`src/rtl/bcd_digit_entry.sv`:
```
// bcd_digit_entry: accumulates decimal digits MSD-first and commits them as a saturated binary value.
module bcd_digit_entry #(
    parameter int N_OUT = 10,
    parameter int N_DIG = 4,
    parameter int ACC_W = 14
) (
    input  logic             clk,
    input  logic             rst,
    input  logic [3:0]       digit_in,
    input  logic             digit_valid,
    input  logic             enter,
    input  logic             clear,
    output logic [ACC_W-1:0] acc_out,
    output logic [2:0]       digit_count,
    output logic [N_OUT-1:0] value_out,
    output logic             value_valid,
    output logic             overflow,
    output logic             err_digit
);
    typedef enum logic [1:0] {IDLE, ENTRY, DONE} state_t;

    state_t           state, state_n;
    logic [ACC_W-1:0] acc_n;
    logic [2:0]       cnt_n;
    logic [N_OUT-1:0] val_n;
    logic             vv_n, ovf_n, err_n;
    logic             big, full, legal;

    assign legal = digit_in <= 4'd9;
    assign full  = digit_count >= 3'(N_DIG);
    assign big   = acc_out > ACC_W'(2 ** N_OUT - 1);

    always_comb begin
        state_n = state;
        acc_n   = acc_out;
        cnt_n   = digit_count;
        val_n   = value_out;
        vv_n    = value_valid;
        ovf_n   = overflow;
        err_n   = 1'b0;
        if (clear) begin
            state_n = IDLE;
            acc_n   = '0;
            cnt_n   = '0;
            val_n   = '0;
            vv_n    = 1'b0;
            ovf_n   = 1'b0;
        end else if (enter) begin
            if (state == ENTRY) begin
                state_n = DONE;
                vv_n    = 1'b1;
                ovf_n   = big;
                val_n   = big ? '1 : acc_out[N_OUT-1:0];
            end
        end else if (digit_valid) begin
            if (!legal || (state == ENTRY && full)) begin
                err_n = 1'b1;
            end else if (state == ENTRY) begin
                // acc*10 as shift-add; acc is bounded by 10^N_DIG-1 so it never wraps
                acc_n = (acc_out << 3) + (acc_out << 1) + ACC_W'(digit_in);
                cnt_n = digit_count + 3'd1;
            end else begin
                state_n = ENTRY;
                acc_n   = ACC_W'(digit_in);
                cnt_n   = 3'd1;
                vv_n    = 1'b0;
                ovf_n   = 1'b0;
            end
        end
    end

    always_ff @(posedge clk or posedge rst) begin
        if (rst) begin
            state       <= IDLE;
            acc_out     <= '0;
            digit_count <= '0;
            value_out   <= '0;
            value_valid <= 1'b0;
            overflow    <= 1'b0;
            err_digit   <= 1'b0;
        end else begin
            state       <= state_n;
            acc_out     <= acc_n;
            digit_count <= cnt_n;
            value_out   <= val_n;
            value_valid <= vv_n;
            overflow    <= ovf_n;
            err_digit   <= err_n;
        end
    end
endmodule

```
`config.mk`:
```
export PLATFORM = sky130hd
export DESIGN_NAME = bcd_digit_entry
export DESIGN_NICKNAME = d
export VERILOG_FILES = /design/src/rtl/bcd_digit_entry.sv
export SDC_FILE = /design/constraint.sdc
export NUM_CORES = 1
export LEC_CHECK = 0
export CAP_MARGIN = 20
export CORE_ASPECT_RATIO = 1.5
export CORE_MARGIN = 2
export CORE_UTILIZATION = 44
export DETAILED_ROUTE_END_ITERATION = 10
export HOLD_SLACK_MARGIN = 0.06
export PLACE_DENSITY_LB_ADDON = 0.15
export SETUP_SLACK_MARGIN = 0.1
export SYNTH_ARGS = -nofsm -noshare
export SYNTH_HDL_FRONTEND = slang
export SYNTH_SLANG_ARGS = --single-unit
```
`constraint.sdc`:
```
create_clock -name clk -period 2.7 [get_ports clk]
set_clock_uncertainty 0.2 [all_clocks]
set_input_delay 0.54 -clock clk [delete_from_list [all_inputs] [get_ports clk]]
set_output_delay 0.54 -clock clk [all_outputs]
set_load 0.02 [all_outputs]
```
==> results_dict.tcl, run 1 <==
# implementation run metrics
set metrics [dict create \
    crit_cells 10 \
    yosys_warnings 0 \
    synthArstFlopShare_pct 100 \
    p_sw_share_pct 24.4 \
    drv_slew 0 \
    die_h_um 86.4 \
    wl_um 5380 \
    clkTransAtPathRegs_ns 0.07 \
    clk_latency_ns 0.27 \
    arrival_ns 2.63 \
    cts_tree "yes" \
    grt_max_degree 32 \
    period_needed_ns 2.66 \
    drc_errors 3 \
    place.gp.congestion 0.887 \
    area_growth_pct 42.9 \
    htreeDepth 2 \
    diodes 0 \
    clk_path_buf_depth 2 \
    gr-total-overflow 0 \
    dp_slack_ns -0.770 \
    fin_total_pwr_uw 1110 \
    fin_ws_ns 0.0409 \
    ys_ff 31 \
    min-delay-path-class "reg -> reg" \
    fin_setup_tns_ns 0 \
    worst_r2r_path_depth 9 \
    warnings 29 \
    antenna_found_initial 0 \
    setup_viol 0 \
    power_leakage_uw 0.00135 \
    die_x_um 58.9 \
    synthesis.area_um2 1990 \
    finalHoldViolations 0 \
    std_cell_rows 30 \
    post-route-period-util_pct 98.5 \
    design.portCount 39 \
    vias 1838 \
    fin_cells 332 \
    worstPathRequired_ns 2.67 \
    path_buffers 3 \
    viasPerCell 5.54 \
    slowest_stage "fa_1" \
    io_buffers 38 \
    grt_pass1_vias 1867 \
    hold-worst-slack_ns 0.280 \
    hold_path_depth 2 \
    cts_sinks 31 \
    dpl.cell_count 321 \
    tightest_slew_ns 0.870 \
    dieArea_um2 5090 \
    status "complete, but fails checks" \
    p_sw_uw 271 \
    synth-edff-count 0 \
    combPwrFrac_pct 14.2 \
    end_kind "register" \
    fp_util_pct 44.9 \
    powerDensity_nw_per_um2 391 \
    fp_nets 246 \
    drt_iter0_markers 43 \
    startpoint_type "input port" \
    max-slew-margin-rel_pct 42.0 \
    syn_avg_cell_area_um2 9.38 \
    grt_util_all_layers_pct 22.9 \
    grt_pass1_wl_um 8800 \
    synth_cells 212 \
    path_cells "buf_6 -> inv_8 -> fa_1 -> inv_2 -> ha_4 -> a21o_1 -> nand4_1 -> a211oi_2 -> or4_1 -> a32o_1" \
    critPathMaxFanout 3 \
    routedWlPerCell_um 16.2 \
    ys_area_um2 1990 \
    synth_cell_type_count 41 \
    clock.fmax_mhz 376 \
    critPathTopFamily "adder cells" \
    ir_drop_mv 0.281 \
    violations "DRC" \
    fillerInstances 380 \
    worstSetupPathType "in -> reg" \
    mi_logic_area_um2 1210 \
    clkPwrFrac_pct 42.9 \
    seqPwrFrac_pct 42.9 \
    p_int_uw 840 \
    flop_area_um2 778 \
    synthFlopType "dfrtp_1" \
    ys_cells 212 \
    layout.nets 317 \
    final_layout_size_suffix_gt1_share_pct 23.9 \
    synth_seq_share_pct 39.0 \
]
run 1: power by group through the flow:
stage | registers (uW) | logic [uW] | clock network, uW
after floorplan | 494 | 76.4 | 0
after global placement | 485 | 153 | 0
after detailed placement | 485 | 155 | 0
after CTS | 477 | 159 | 484
after global routing | 477 | 177 | 499
final | 477 | 158 | 476
run 1: logic make-up after synthesis:
group	after synthesis	synth area share [%]
AOI/OAI and AO/OA	58	20.3
xor gates and xnor gates	6	2.64
adders and majority gates	25	16.5
buffers and inverters	17	3.40
DFF	31	39.0
and+or+nand+nor	75	18.2
run 1: area by class of cell:
type / instances / share of cell area (%)
multi-input cells: 164 / 42.7
flip-flops and latches: 31 / 27.4
repair buffers: 71 / 22.1
clock buffers: 6 / 2.90
well taps: 48 / 2.11
inverters: 10 / 1.58
clock inverters: 2 / 1.23
run 1: synthesized netlist by cell type (2+ instances only):
master | count | area share, %
or4_1 | 4 | 1.5
ha_1 | 23 | 14
dfrtp_1 | 31 | 39
inv_1 | 10 | 1.9
or2_2 | 2 | 0.63
a311oi_1 | 2 | 0.88
a22o_1 | 2 | 0.88
nand2_1 | 27 | 5.1
and2_1 | 2 | 0.63
xor2_1 | 2 | 0.88
buf_2 | 3 | 0.75
a32o_1 | 3 | 1.5
a21oi_1 | 13 | 3.3
nor2_1 | 23 | 4.3
clkbuf_1 | 4 | 0.75
nand3_1 | 7 | 1.8
o21a_1 | 4 | 1.5
xnor2_1 | 4 | 1.8
o21ai_0 | 20 | 5.0
fa_1 | 2 | 2.0
a211oi_1 | 4 | 1.5
run 1: state kept, by name, indices dropped and copies added, names as in the netlist:
name and cells:
overflow 1, acc_out 14, err_digit 1, value_out 10, value_valid 1, digit_count 3
state 1
run 1: routing by layer:
metal	GRT usage [%]	vias to the layer above	part of all wire (%)
li1	-	902	-
met1	28.6	887	41
met2	38.5	42	54
met3	3.73	7	2.7
met4	9.71	0	1.7
met5	0	-	0
run 1: worst register-to-register path, stage by stage, from the launching register on:
cell and delay, ns:
dfrtp_2 0.41, inv_2 0.07, fa_1 0.42, inv_2 0.10
ha_4 0.19, a21o_1 0.16, nand4_1 0.20, a211oi_2 0.11
or4_1 0.47, a32o_1 0.23
run 1: final timing paths:
check,start,to,slack [ns]
max in group asynchronous,rst,acc_out[0]$_DFFE_PP0P_,1.51
worst min-delay path,value_out[3]$_DFFE_PP0P_,value_out[3]$_DFFE_PP0P_,0.28
worst max-delay path,digit_in[3],acc_out[11]$_DFFE_PP0P_,0.04
min in group asynchronous,rst,value_out[9]$_DFFE_PP0P_,0.45
worst max register to register,acc_out[0]$_DFFE_PP0P_,acc_out[11]$_DFFE_PP0P_,0.05
worst min register to register,value_out[3]$_DFFE_PP0P_,value_out[3]$_DFFE_PP0P_,0.28
run 1: timing repair:
action / 4_1_cts / 5_1_grt
cloned: 0 / 0
gates resized: 17 / 3
hold buffers: 0 / 0
endpoints found under the setup margin: 9 / 7
pin swaps: 13 / 2
setup buffers: 2 / 1
run 1: stage by stage:
step	instance area, um2	util (%)
finish	2840	64.2
global route	2840	64.2
CTS	2830	63.8
detailed placement	2660	60.0
global placement	2660	60.0
floorplan	2020	-
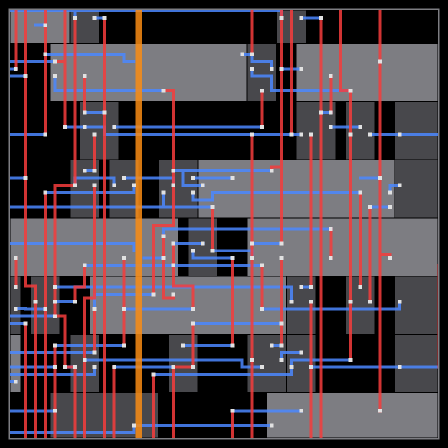
Fig. 1. A small window of the routed layout (run 1).
Window x 34 to 54, y 55 to 75 um. Cells in grey, sequential cells in the stronger grey; small squares are vias.
Blue stands for metal 1. Red stands for metal 2. Orange stands for metal 4.
Netlist names of flops here include `value_out` (5). 29 logic cells have their middle in the window. Sequential cells in the window: 7. Most frequent: nand2_1 (7), dfrtp_1 (7), nor2_1 (6).

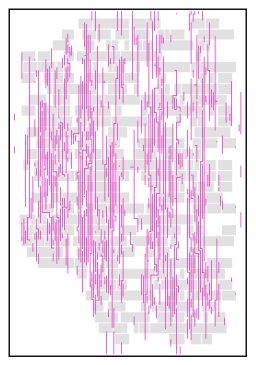
Fig. 2. M2 wires (run 1).
(4 px per um) Cells faint in the background.
The layer holds 54% of the routed length. The layer carries 2,920 um of wire. 271 nets have wire on it.

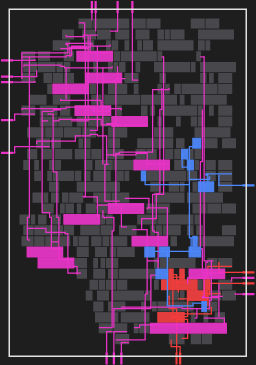
Fig. 3. Port wiring (run 1).
(4 px per um)
Magenta stands for `acc_out`, direction output, end cells 14, buffers 23, wire 1,140 um. Red stands for `digit_in`, direction input, end cells 7, buffers 5, wire 112 um. Blue stands for `clear`, direction input, end cells 11, buffers 2, wire 111 um.

Fig. 4: run 1, wiring by layer
(6 px per um) Two of the layers only.
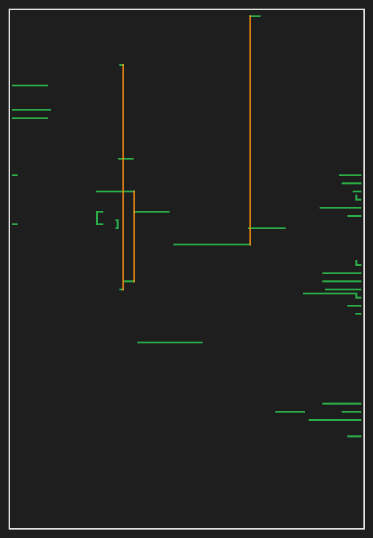

==> run 1 -> run 2 <==
--- a/config.mk
+++ b/config.mk
@@ -11,8 +11,11 @@
 export CORE_UTILIZATION = 44
 export DETAILED_ROUTE_END_ITERATION = 10
 export HOLD_SLACK_MARGIN = 0.06
+export MAX_ROUTING_LAYER = met4
 export PLACE_DENSITY_LB_ADDON = 0.15
 export SETUP_SLACK_MARGIN = 0.1
+export SKIP_LAST_GASP = 1
 export SYNTH_ARGS = -nofsm -noshare
 export SYNTH_HDL_FRONTEND = slang
 export SYNTH_SLANG_ARGS = --single-unit
+export TNS_END_PERCENT = 1
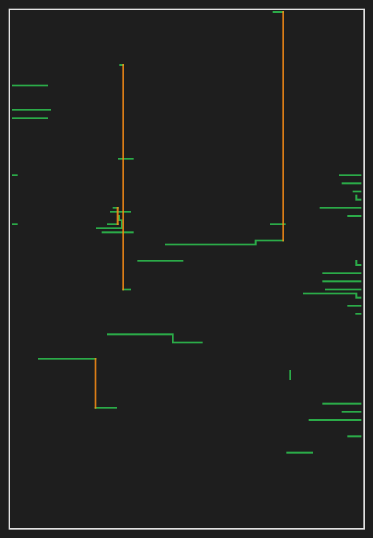
Fig. 5. Wiring by layer (run 2).
(6 px per um) Two of the layers only.
Green stands for metal 3, wire length 177 um. Orange stands for metal 4, wire length 86.4 um.

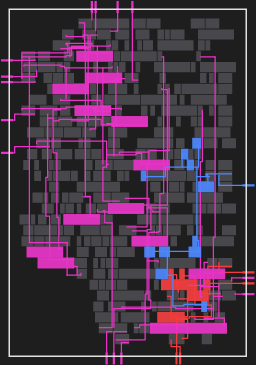
Fig. 6. Port wiring (run 2).
(4 px per um)
Red stands for `digit_in`, direction input, end cells 7, buffers 5, wire 113 um. Magenta stands for `acc_out`, direction output, end cells 14, buffers 23, wire 1,140 um. Blue stands for `clear`, direction input, end cells 11, buffers 2, wire 106 um.

==> results_dict.tcl, run 2 <==
# implementation run metrics
set metrics [dict create \
    worstSetupPathType "in -> reg" \
    violations "DRC" \
    cts_tree "yes" \
    topCellsByArea "dfrtp_1 (39%), ha_1 (14%), nand2_1 (5.1%)" \
    std_cell_rows 30 \
    yosys_warnings 0 \
    synth-edff-count 0 \
    clk_latency_ns 0.28 \
    viasPerCell 5.53 \
    synth_cell_type_count 41 \
    synth_adder_area_share_pct 16.5 \
    period_needed_ns 2.65 \
    aoi_share_pct 20.3 \
    drc_errors 3 \
    tightest_slew_ns 0.871 \
    syn_avg_cell_area_um2 9.38 \
    startpoint "digit_in[3]" \
    grt_max_degree 32 \
    synthArstFlopShare_pct 100 \
    endpoint "acc_out[11]$_DFFE_PP0P_" \
    htreeDepth 2 \
    drt_iter0_markers 67 \
    grt_pass1_wl_um 8740 \
    synth_top_cell_by_area "dfrtp_1" \
    ys_sh_xor_pct 2.64 \
    clkPwrFrac_pct 42.9 \
    die_x_um 58.9 \
    gr-total-overflow 0 \
    place.gp.congestion 0.902 \
    finalHoldViolations 0 \
    drv_slew 0 \
    fp_util_pct 44.9 \
    p_int_uw 840 \
    synth_top_area_share_pct 39.0 \
    timing.rr.start "acc_out[0]$_DFFE_PP0P_" \
    worstPathRequired_ns 2.67 \
    synth_cells 212 \
    top_register "acc_out" \
    grt_util_all_layers_pct 23.4 \
    clock.fmax_mhz 377 \
    ys_ff 31 \
    min-delay-path-class "reg -> reg" \
    vias 1825 \
    clkTransAtPathRegs_ns 0.07 \
    io_buffers 38 \
    dpl.cell_count 321 \
    critPathMaxFanout 3 \
    worst_r2r_path_depth 9 \
    routedWlPerCell_um 16.2 \
    ir_drop_mv 0.278 \
    cts_sinks 31 \
    synth_seq_share_pct 39.0 \
    final_layout_size_suffix_gt1_share_pct 23.0 \
    largestRegisters "acc_out: 14 flops, value_out: 10 flops, digit_count: 3 flops" \
    p_sw_share_pct 24.4 \
    status "complete, but fails checks" \
    power_leakage_uw 0.00135 \
    design.portCount 39 \
    ys_area_um2 1990 \
    startpoint_type "input port" \
    max-slew-margin-rel_pct 41.9 \
    antenna_found_initial 0 \
    r2r_setup_slack_ns 0.06 \
    synthFlopType "dfrtp_1" \
    fillerInstances 382 \
    combPwrFrac_pct 14.2 \
    simple_gate_share_pct 18.2 \
    mi_logic_area_um2 1210 \
    warnings 29 \
    layout.nets 315 \
    clk_path_buf_depth 2 \
    synthMuxAreaShare_pct 0 \
    post-route-period-util_pct 98.1 \
    p_sw_uw 270 \
    timing.rr.end "acc_out[11]$_DFFE_PP0P_" \
    end_kind "register" \
    grt_pass1_vias 1855 \
    common_cells "dfrtp_1 (31), nand2_1 (27), ha_1 (23), nor2_1 (23), o21ai_0 (20)" \
    largest_reg_flops 14 \
    fin_total_pwr_uw 1110 \
]
run 2: cell counts after synthesis:
No cell type changed its count.
run 2: per-stage QoR:
step | utilization [%] | hold slack (ns) | instance area [um2] | setup WS (ns)
after floorplan | - | 0.279 | 2020 | -0.0314
after global placement | 60.0 | 0.263 | 2660 | -0.748
after detailed placement | 60.0 | 0.270 | 2660 | -0.770
after CTS | 63.6 | 0.286 | 2820 | 0.0531
after global routing | 63.8 | 0.298 | 2830 | -0.0577
final | 63.8 | 0.280 | 2830 | 0.0508
run 2: layout make-up:
class                      instances  share of cell area [%]
clock buffer                       6                    2.92
inverter                          10                    1.59
timing repair buffer              69                    21.7
sequential                        31                    27.5
clock inverter                     2                    1.24
tap                               48                    2.13
multi-input combinational        164                    42.9
run 2: repair_timing:
item / 4_1_cts / 5_1_grt
hold buffers: 0 / 0
gates cloned: 0 / 0
endpoints found under the setup margin: 9 / 5
resized: 16 / 2
pin swaps: 11 / 1
setup buffers: 1 / 0
run 2: how the worst min path moves through the flow:
stage | to | cells past startpoint | startpoint | slack (ns)
finish | value_out[0]$_DFFE_PP0P_ | 2 | value_out[0]$_DFFE_PP0P_ | 0.28
global route | value_out[3]$_DFFE_PP0P_ | 2 | value_out[3]$_DFFE_PP0P_ | 0.30
floorplan | state[0]$_DFFE_PP0P_ | 1 | state[0]$_DFFE_PP0P_ | 0.28
CTS | value_out[3]$_DFFE_PP0P_ | 2 | value_out[3]$_DFFE_PP0P_ | 0.29
detailed placement | value_out[3]$_DFFE_PP0P_ | 2 | value_out[3]$_DFFE_PP0P_ | 0.27
global placement | value_out[5]$_DFFE_PP0P_ | 2 | value_out[5]$_DFFE_PP0P_ | 0.26
run 2: power by group through the flow:
stage / Clock, uW / Sequential (uW) / Combinational, uW
after global placement: 0 / 485 / 153
after detailed placement: 0 / 485 / 155
after CTS: 484 / 477 / 159
after global routing: 499 / 477 / 176
final: 477 / 477 / 157
after floorplan: 0 / 494 / 76.4
run 2: cell families (layout without fill, tap and decap cells):
family | Yosys count | in the layout
compound gates | 58 | 58
buf+inv | 17 | 87
fa+ha+maj | 25 | 25
simple gates | 75 | 75
xor+xnor | 6 | 6
flops | 31 | 31
run 2: critical path: stages:
cell and delay (ns):
buf_6 0.09, inv_8 0.03, fa_1 0.54, inv_2 0.06, ha_4 0.20, a21o_1 0.16
nand4_1 0.19, a211oi_2 0.11, or4_1 0.47, a32o_1 0.23
run 2: routing by layer:
metal	wire length (um)	up-vias	share of wire, %	GRT usage, %
li1	-	900	-	-
met1	2230	868	42	28.3
met2	2860	49	53	38.0
met3	176	8	3.3	4.03
met4	86	0	1.6	10.1
met5	0	-	0	-
No activity file was given, so power comes from the tool's default toggle rates.
